run_1/route_heat.png
The die is cut into 9 by 9 equal tiles; black is low, pale yellow is high, scaled to the fullest tile. Values are wire area over tile area, all layers added.
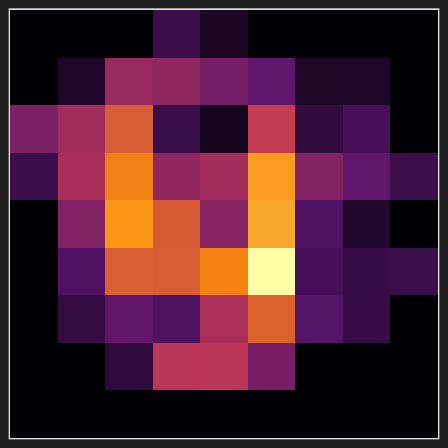
run_1/class_map.png
Scale bar: 10 um. Fill, decap, tap and diode cells in grey.
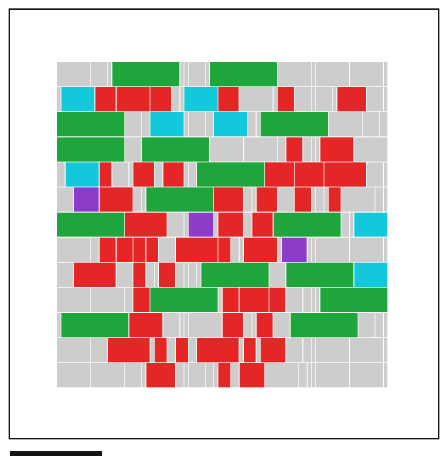
run_1/layers.png
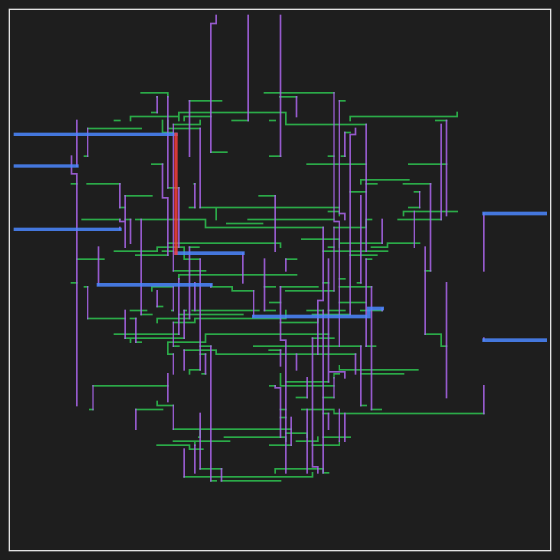
run_1/m1.png
Supply wires on this layer in grey.
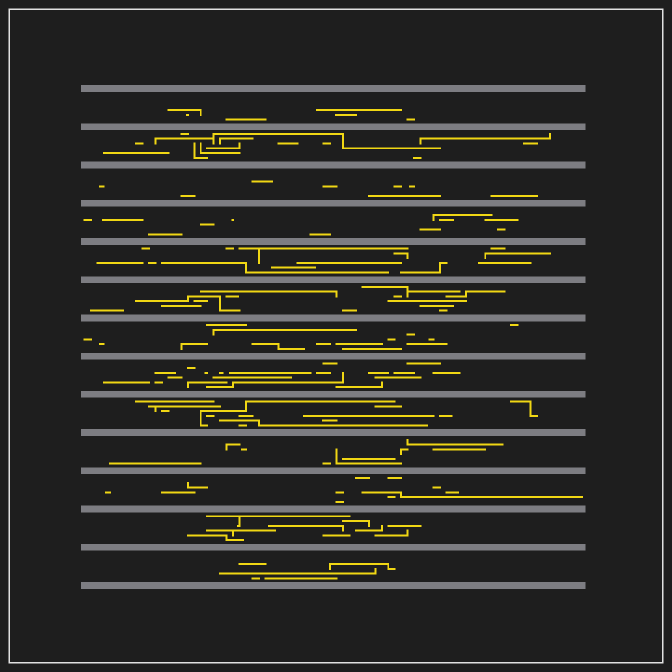
**src/rtl/usb_fs_pkg.sv**
```systemverilog
// usb_fs_pkg: full-speed line state encodings and shared timing constants
package usb_fs_pkg;
  typedef enum logic [1:0] {
    LS_SE0 = 2'b00,
    LS_J   = 2'b01,
    LS_K   = 2'b10,
    LS_SE1 = 2'b11
  } line_state_t;
  localparam int FS_OSR = 4;
  localparam int FS_STUFF_LIMIT = 6;
endpackage

```
**src/rtl/bit_clock_recovery_if.sv**
```systemverilog
// bit_clock_recovery_if: line_state_in in; line_state_out/line_state_valid/phase_lock out (slave = recovery side)
interface bit_clock_recovery_if;
  import usb_fs_pkg::*;
  line_state_t line_state_in;
  line_state_t line_state_out;
  logic        line_state_valid;
  logic        phase_lock;
  modport master (output line_state_in, input line_state_out, line_state_valid, phase_lock);
  modport slave (input line_state_in, output line_state_out, line_state_valid, phase_lock);
endinterface

```
**src/rtl/bcr_lock_monitor.sv**
```systemverilog
// bcr_lock_monitor: i_transition/i_in_window/i_strobe -> o_phase_lock via in-window edge and idle-strobe counters
module bcr_lock_monitor #(
  parameter int LOCK_EDGES = 3,
  parameter int LOCK_TIMEOUT = 8
) (
  input  logic clk,
  input  logic rst,
  input  logic i_transition,
  input  logic i_in_window,
  input  logic i_strobe,
  output logic o_phase_lock
);
  localparam int GW = $clog2(LOCK_EDGES + 1);
  localparam int IW = $clog2(LOCK_TIMEOUT + 1);
  logic [GW-1:0] r_good;
  logic [IW-1:0] r_idle;
  logic w_bad, w_timeout;
  assign w_bad = i_transition && !i_in_window;
  assign w_timeout = !i_transition && r_idle == IW'(LOCK_TIMEOUT);
  always_ff @(posedge clk)
    if (rst) begin
      r_good <= '0;
      r_idle <= '0;
      o_phase_lock <= 1'b0;
    end else begin
      r_idle <= i_transition ? '0 : (i_strobe && !w_timeout) ? r_idle + IW'(1) : r_idle;
      r_good <= (w_bad || w_timeout) ? '0 : (i_transition && r_good != GW'(LOCK_EDGES)) ? r_good + GW'(1) : r_good;
      o_phase_lock <= (w_bad || w_timeout) ? 1'b0 : (r_good == GW'(LOCK_EDGES)) ? 1'b1 : o_phase_lock;
    end
endmodule

```
**src/rtl/bit_clock_recovery.sv**
```systemverilog
// bit_clock_recovery: clk/rst + slave bus; centre-samples oversampled line state, BCR_DEGLITCH_EN adds a 2-clock stability filter
module bit_clock_recovery
  import usb_fs_pkg::*;
#(
  parameter int OSR = FS_OSR,
  parameter int LOCK_EDGES = 3,
  parameter int LOCK_TIMEOUT = 8
) (
  input logic clk,
  input logic rst,
  bit_clock_recovery_if.slave bus
);
  localparam int PW = $clog2(OSR);
  line_state_t r_s1, r_s2, r_out, w_in;
  logic [PW-1:0] r_p, w_e;
  logic r_valid, w_transition, w_in_window, w_sample, w_lock;
`ifdef BCR_DEGLITCH_EN
  line_state_t r_dg;
  always_ff @(posedge clk) r_dg <= rst ? LS_J : bus.line_state_in;
  assign w_in = (bus.line_state_in == r_dg) ? r_dg : r_s1;
`else
  assign w_in = bus.line_state_in;
`endif
  assign w_transition = r_s1 != r_s2;
  assign w_e = w_transition ? '0 : r_p;
  assign w_sample = w_e == PW'(OSR / 2);
  assign w_in_window = r_p == PW'(OSR - 1) || r_p <= PW'(1);
  always_ff @(posedge clk)
    if (rst) begin
      r_s1 <= LS_J;
      r_s2 <= LS_J;
      r_p <= '0;
      r_out <= LS_J;
      r_valid <= 1'b0;
    end else begin
      r_s1 <= w_in;
      r_s2 <= r_s1;
      r_p <= (w_e == PW'(OSR - 1)) ? '0 : w_e + PW'(1);
      r_valid <= w_sample;
      r_out <= w_sample ? r_s1 : r_out;
    end
  bcr_lock_monitor #(
    .LOCK_EDGES(LOCK_EDGES),
    .LOCK_TIMEOUT(LOCK_TIMEOUT)
  ) u_lock (
    .clk(clk),
    .rst(rst),
    .i_transition(w_transition),
    .i_in_window(w_in_window),
    .i_strobe(w_sample),
    .o_phase_lock(w_lock)
  );
  assign bus.line_state_out = r_out;
  assign bus.line_state_valid = r_valid;
  assign bus.phase_lock = w_lock;
endmodule

```
**src/flat_wrapper.sv**
```systemverilog
// flat-port wrapper written by rule: the top's interface ports become plain ports
module bit_clock_recovery_flat import usb_fs_pkg::*;
#(
  parameter int OSR = FS_OSR,
  parameter int LOCK_EDGES = 3,
  parameter int LOCK_TIMEOUT = 8
)
  (clk, rst, bus_line_state_in, bus_line_state_out, bus_line_state_valid, bus_phase_lock);
  bit_clock_recovery_if bus_i ();
  input logic clk;
  input logic rst;
  input wire logic [$bits(bus_i.line_state_in)-1:0] bus_line_state_in;
  output wire logic [$bits(bus_i.line_state_out)-1:0] bus_line_state_out;
  output wire logic [$bits(bus_i.line_state_valid)-1:0] bus_line_state_valid;
  output wire logic [$bits(bus_i.phase_lock)-1:0] bus_phase_lock;
  assign bus_i.line_state_in = bus_line_state_in;
  assign bus_line_state_out = bus_i.line_state_out;
  assign bus_line_state_valid = bus_i.line_state_valid;
  assign bus_phase_lock = bus_i.phase_lock;
  bit_clock_recovery #(.OSR(OSR), .LOCK_EDGES(LOCK_EDGES), .LOCK_TIMEOUT(LOCK_TIMEOUT)) u_core (.clk(clk), .rst(rst), .bus(bus_i));
endmodule
```
**config.mk**
```make
export PLATFORM = sky130hd
export DESIGN_NAME = bit_clock_recovery_flat
export DESIGN_NICKNAME = d
export VERILOG_FILES = /design/src/rtl/usb_fs_pkg.sv /design/src/rtl/bit_clock_recovery_if.sv /design/src/rtl/bcr_lock_monitor.sv /design/src/rtl/bit_clock_recovery.sv /design/src/flat_wrapper.sv
export SDC_FILE = /design/constraint.sdc
export NUM_CORES = 1
export LEC_CHECK = 0
export CAP_MARGIN = 15
export CORE_MARGIN = 5
export CORE_UTILIZATION = 50
export DETAILED_ROUTE_END_ITERATION = 7
export PLACE_DENSITY_LB_ADDON = 0.12
export SLEW_MARGIN = 30
export SYNTH_ARGS = -nofsm -noshare
export SYNTH_HDL_FRONTEND = slang
export SYNTH_SLANG_ARGS = --single-unit
```
**constraint.sdc**
```tcl
create_clock -name clk -period 3.8 [get_ports clk]
set_clock_uncertainty 0.2 [all_clocks]
set_input_delay 0.76 -clock clk [delete_from_list [all_inputs] [get_ports clk]]
set_output_delay 0.76 -clock clk [all_outputs]
set_load 0.02 [all_outputs]
```
==> qor.yml, run 1 <==
powerClk_w: 0.0000843
worst-path-buf-inv: 1
slowest_stage: "clkdlybuf4s50_1"
finalSetupViolCount: 0
io_buffer_count: 7
comb_area_um2: 323
syn-num-nets: 75
p_comb_w: 0.0000442
min_from: "u_core.r_s1[1]"
finalClockPeriodUsage_pct: 57.2
hpwl_um: 771
place_ws_ns: 1.63
coreArea_um2: 1270
first_iter_violations: 0
tns_ns: 0
cts_root_buffer: "clkbuf_4"
p_sw_w: 0.0000755
status: "completed"
cp.depth: 1
worstSetupStartpointType: "flop"
cts_htree_levels: 1
-- route_heat.png (at the start) --
nearly empty tiles: 36%
tiles over half the peak: 15%
densest ninth of the die: centre
all-layer global routing usage: 12.8%
vias after detailed routing: 448
routed length per instance: 11.2 um
wirelength, routed: 998 um

-- class_map.png (at the start) --
| class | colour | cells | share of their area |
|---|---|---|---|
| clock-net drivers | purple | 3 | 3.0% |
| registers | green | 16 | 43% |
| remaining buffers and delay cells | cyan | 7 | 9.3% |
| remaining logic cells | red | 48 | 45% |
flop share of the area: 41.6%
final core area utilization: 60.7%

-- layers.png (at the start) --
| layer | colour | wire length |
|---|---|---|
| M4 | red | 10.2 um |
| M3 | blue | 65.7 um |
| M1 | green | 455 um |
| M2 | purple | 468 um |

-- m1.png (at the start) --
main direction: horizontal
nets with wire on the layer: 74
wire length on this layer: 455 um
longest straight run: 12.9 um
met1 Resource Use GR: 14.8%

-- run 1: sequential cells by signal (all words and copies together), names as in the netlist --
register                     count
u_core.bus.line_state_out        2
u_core.bus.line_state_valid      1
u_core.r_p                       2
u_core.u_lock.o_phase_lock       1
u_core.u_lock.r_good             2
u_core.r_s2                      2
u_core.u_lock.r_idle             4
u_core.r_s1                      2
-- run 1: kinds of logic (layout without fill, tap and decap cells) --
| family | after synthesis | after routing | synth area share, % |
|---|---|---|---|
| compound gates | 3 | 3 | 3.59 |
| xor+xnor | 5 | 5 | 6.62 |
| fa+ha+maj | 6 | 6 | 11.3 |
| buf+inv | 5 | 14 | 2.83 |
| flops | 16 | 16 | 48.4 |
| mux | 4 | 4 | 6.05 |
| simple gates | 26 | 26 | 21.2 |
-- run 1: layout make-up --
class	count	share of cell area [%]
clock buffers	3	2.93
inverters	4	1.95
multi-input cells	44	42.0
flip-flops and latches	16	41.6
well taps	15	2.44
repair buffers	7	9.11
-- run 1: routing by layer --
metal / part of all wire [%] / GRT usage [%]
met3: 6.5 / 6.25
met5: 0 / 0
met1: 46 / 14.8
met2: 47 / 20.1
met4: 1.0 / 5.11
-- run 1: Yosys cell counts, drive strengths merged --
library cell / count
dfxtp: 16
nor3: 9
ha: 6
inv: 4
mux2i: 4
nand2: 4
nor2b: 4
xnor2: 4
nor2: 3
a21oi: 2
or2: 2
a211o: 1
and3: 1
clkbuf: 1
nand3b: 1
nand4: 1
nor3b: 1
xor2: 1
-- run 1: through the flow --
stage	area (um2)	hold WS (ns)	power, W
after floorplan	662	0.264	0.000219
after global placement	747	0.280	0.000231
after detailed placement	747	0.289	0.000232
after CTS	769	0.310	0.000317
after global routing	769	0.326	0.000333
final	769	0.305	0.000312
## Run 2: what changed since run 1
Settings changed: CORE_UTILIZATION 50 to 46.
Clock period 3.8 ns to 1.78 ns, I/O delays scaled along.
==> run 2 against run 1 <==
Combinational power grew to 2.8 times the previous value. Die area grew 6.8%. Non-clock buffer count grew 7. Largest power group unchanged. Critical path type is now flop to flop. Area after synthesis is the same. Count of clock-buffer cells in the layout grew 1. Largest cell class unchanged.
==> qor.yml, run 2 <==
async_flop_share_pct: 0  # unchanged
ys_top_logic_family: "simple AND/OR/NAND/NOR gates"
wl_met2_um: 479  # +2.6%
first_iter_violations: 7  # +7
simple_gate_area_share_pct: 21.2  # unchanged
synthAdderAreaFrac_pct: 11.3  # unchanged
met1Wirelength_um: 485  # +6.6%
status: "completed"
ys_sh_xor_pct: 6.62  # unchanged
cts_htree_levels: 1  # unchanged
finalSetupViolCount: 0  # unchanged
io_buffer_count: 7  # unchanged
yosys-top-cells-count: "dfxtp_1, nor3_1, ha_1"
max_flop_register: "u_core.u_lock.r_idle"
hpwl_um: 785  # +1.8%
ys.flop_type: "dfxtp_1"
yosysMostFrequentCell: "dfxtp_1"
postLayoutCellArea_um2: 881  # +14%
worst-path-buf-inv: 1  # unchanged
finalClockPeriodUsage_pct: 93.4
min_from: "u_core.r_s1[0]"
largest_register_ffs: 4  # unchanged
p_sw_w: 0.000186  # +150%
slowest_stage: "dfxtp_2"
wl_met3_um: 61  # -6.2%
edf_count: 0  # unchanged
cts_root_buffer: "clkbuf_4"
run 2: cell type report:
type	instances	area [um2]	area share [%]
Clock buffer	4	36.3	4.12
Inverter	4	15.0	1.70
Multi-Input combinational cell	44	367	41.6
Sequential cell	16	323	36.6
Tap cell	15	18.8	2.13
Timing Repair Buffer	14	121	13.8
run 2: worst max-delay path by stage:
stage                              start  slack (ns)                      endpoint
after floorplan           u_core.r_s1[0]       0.007       u_core.u_lock.r_idle[1]
after global placement    u_core.r_s1[1]       0.006       u_core.u_lock.r_idle[1]
after detailed placement  u_core.r_s1[1]       0.007       u_core.u_lock.r_idle[1]
after CTS                 u_core.r_s2[1]       0.008       u_core.u_lock.r_idle[1]
after global routing      u_core.r_s1[1]       0.004       u_core.u_lock.r_idle[3]
final                     u_core.r_s1[1]        0.12  u_core.bus.line_state_out[0]
run 2: repair_timing:
| action | 4_1_cts | 5_1_grt |
|---|---|---|
| pin swaps | 2 | 3 |
| hold endpoints to repair | 0 | 0 |
| gates resized | 3 | 11 |
| setup endpoints to repair | 4 | 7 |
| setup buffers | 0 | 2 |
run 2: worst register-to-register path, cell delays in order, from the launching register on:
cell	delay, ns
dfxtp_2	0.35
xnor2_2	0.21
nand2_2	0.11
nor2_4	0.11
inv_2	0.06
ha_2	0.20
a211o_2	0.32
run 2: stage by stage:
step / util [%] / setup WS [ns] / hold slack, ns / cells / total power (W)
3_5_place_dp: 59.9 / 0.00734 / 0.285 / 91 / 0.000512
4_1_cts: 62.4 / 0.00774 / 0.297 / 95 / 0.000756
3_3_place_gp: 59.9 / 0.00586 / 0.277 / 91 / 0.000509
6_report: 66.0 / 0.118 / 0.295 / 97 / 0.000757
2_1_floorplan: - / 0.00662 / 0.228 / 65 / 0.000471
5_1_grt: 66.0 / 0.00436 / 0.327 / 97 / 0.000810
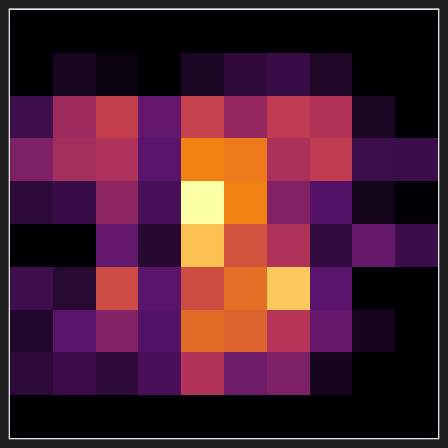
run_2/route_heat.png
The die is cut into 10 by 10 equal tiles; black is low, pale yellow is high, scaled to the fullest tile. Values are wire area over tile area, all layers added.
emptiest ninth of the die: south-east
tiles over half the peak: 16%
fullest tile: 0.34
nearly empty tiles: 33%
mean over tiles: 0.077
wirelength, routed: 1.07 mm
routed length per instance: 11.0 um
vias after detailed routing: 492
all-layer global routing usage: 12.3%

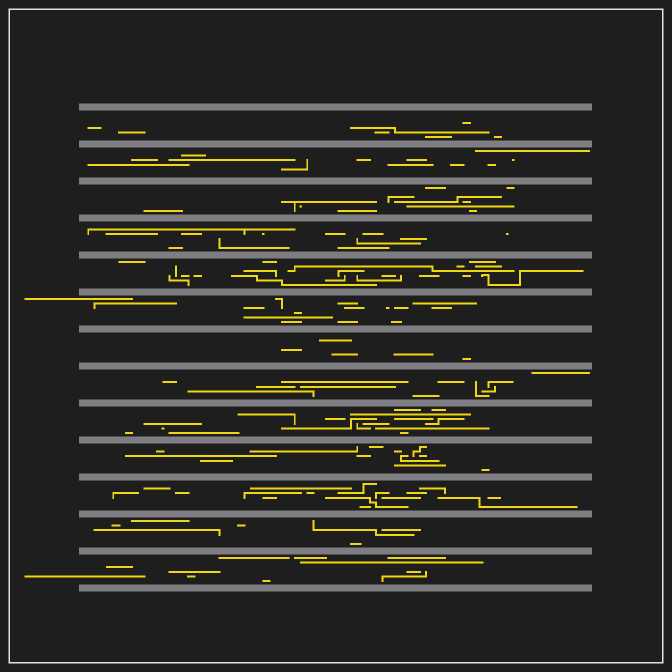
run_2/m1.png
Supply wires on this layer in grey.
share of all routed wire: 45%
wire length on this layer: 486 um
main direction: horizontal
nets with wire on the layer: 80
met1 Resource Use GR: 13.2%

Power and IR drop assume default switching activity.
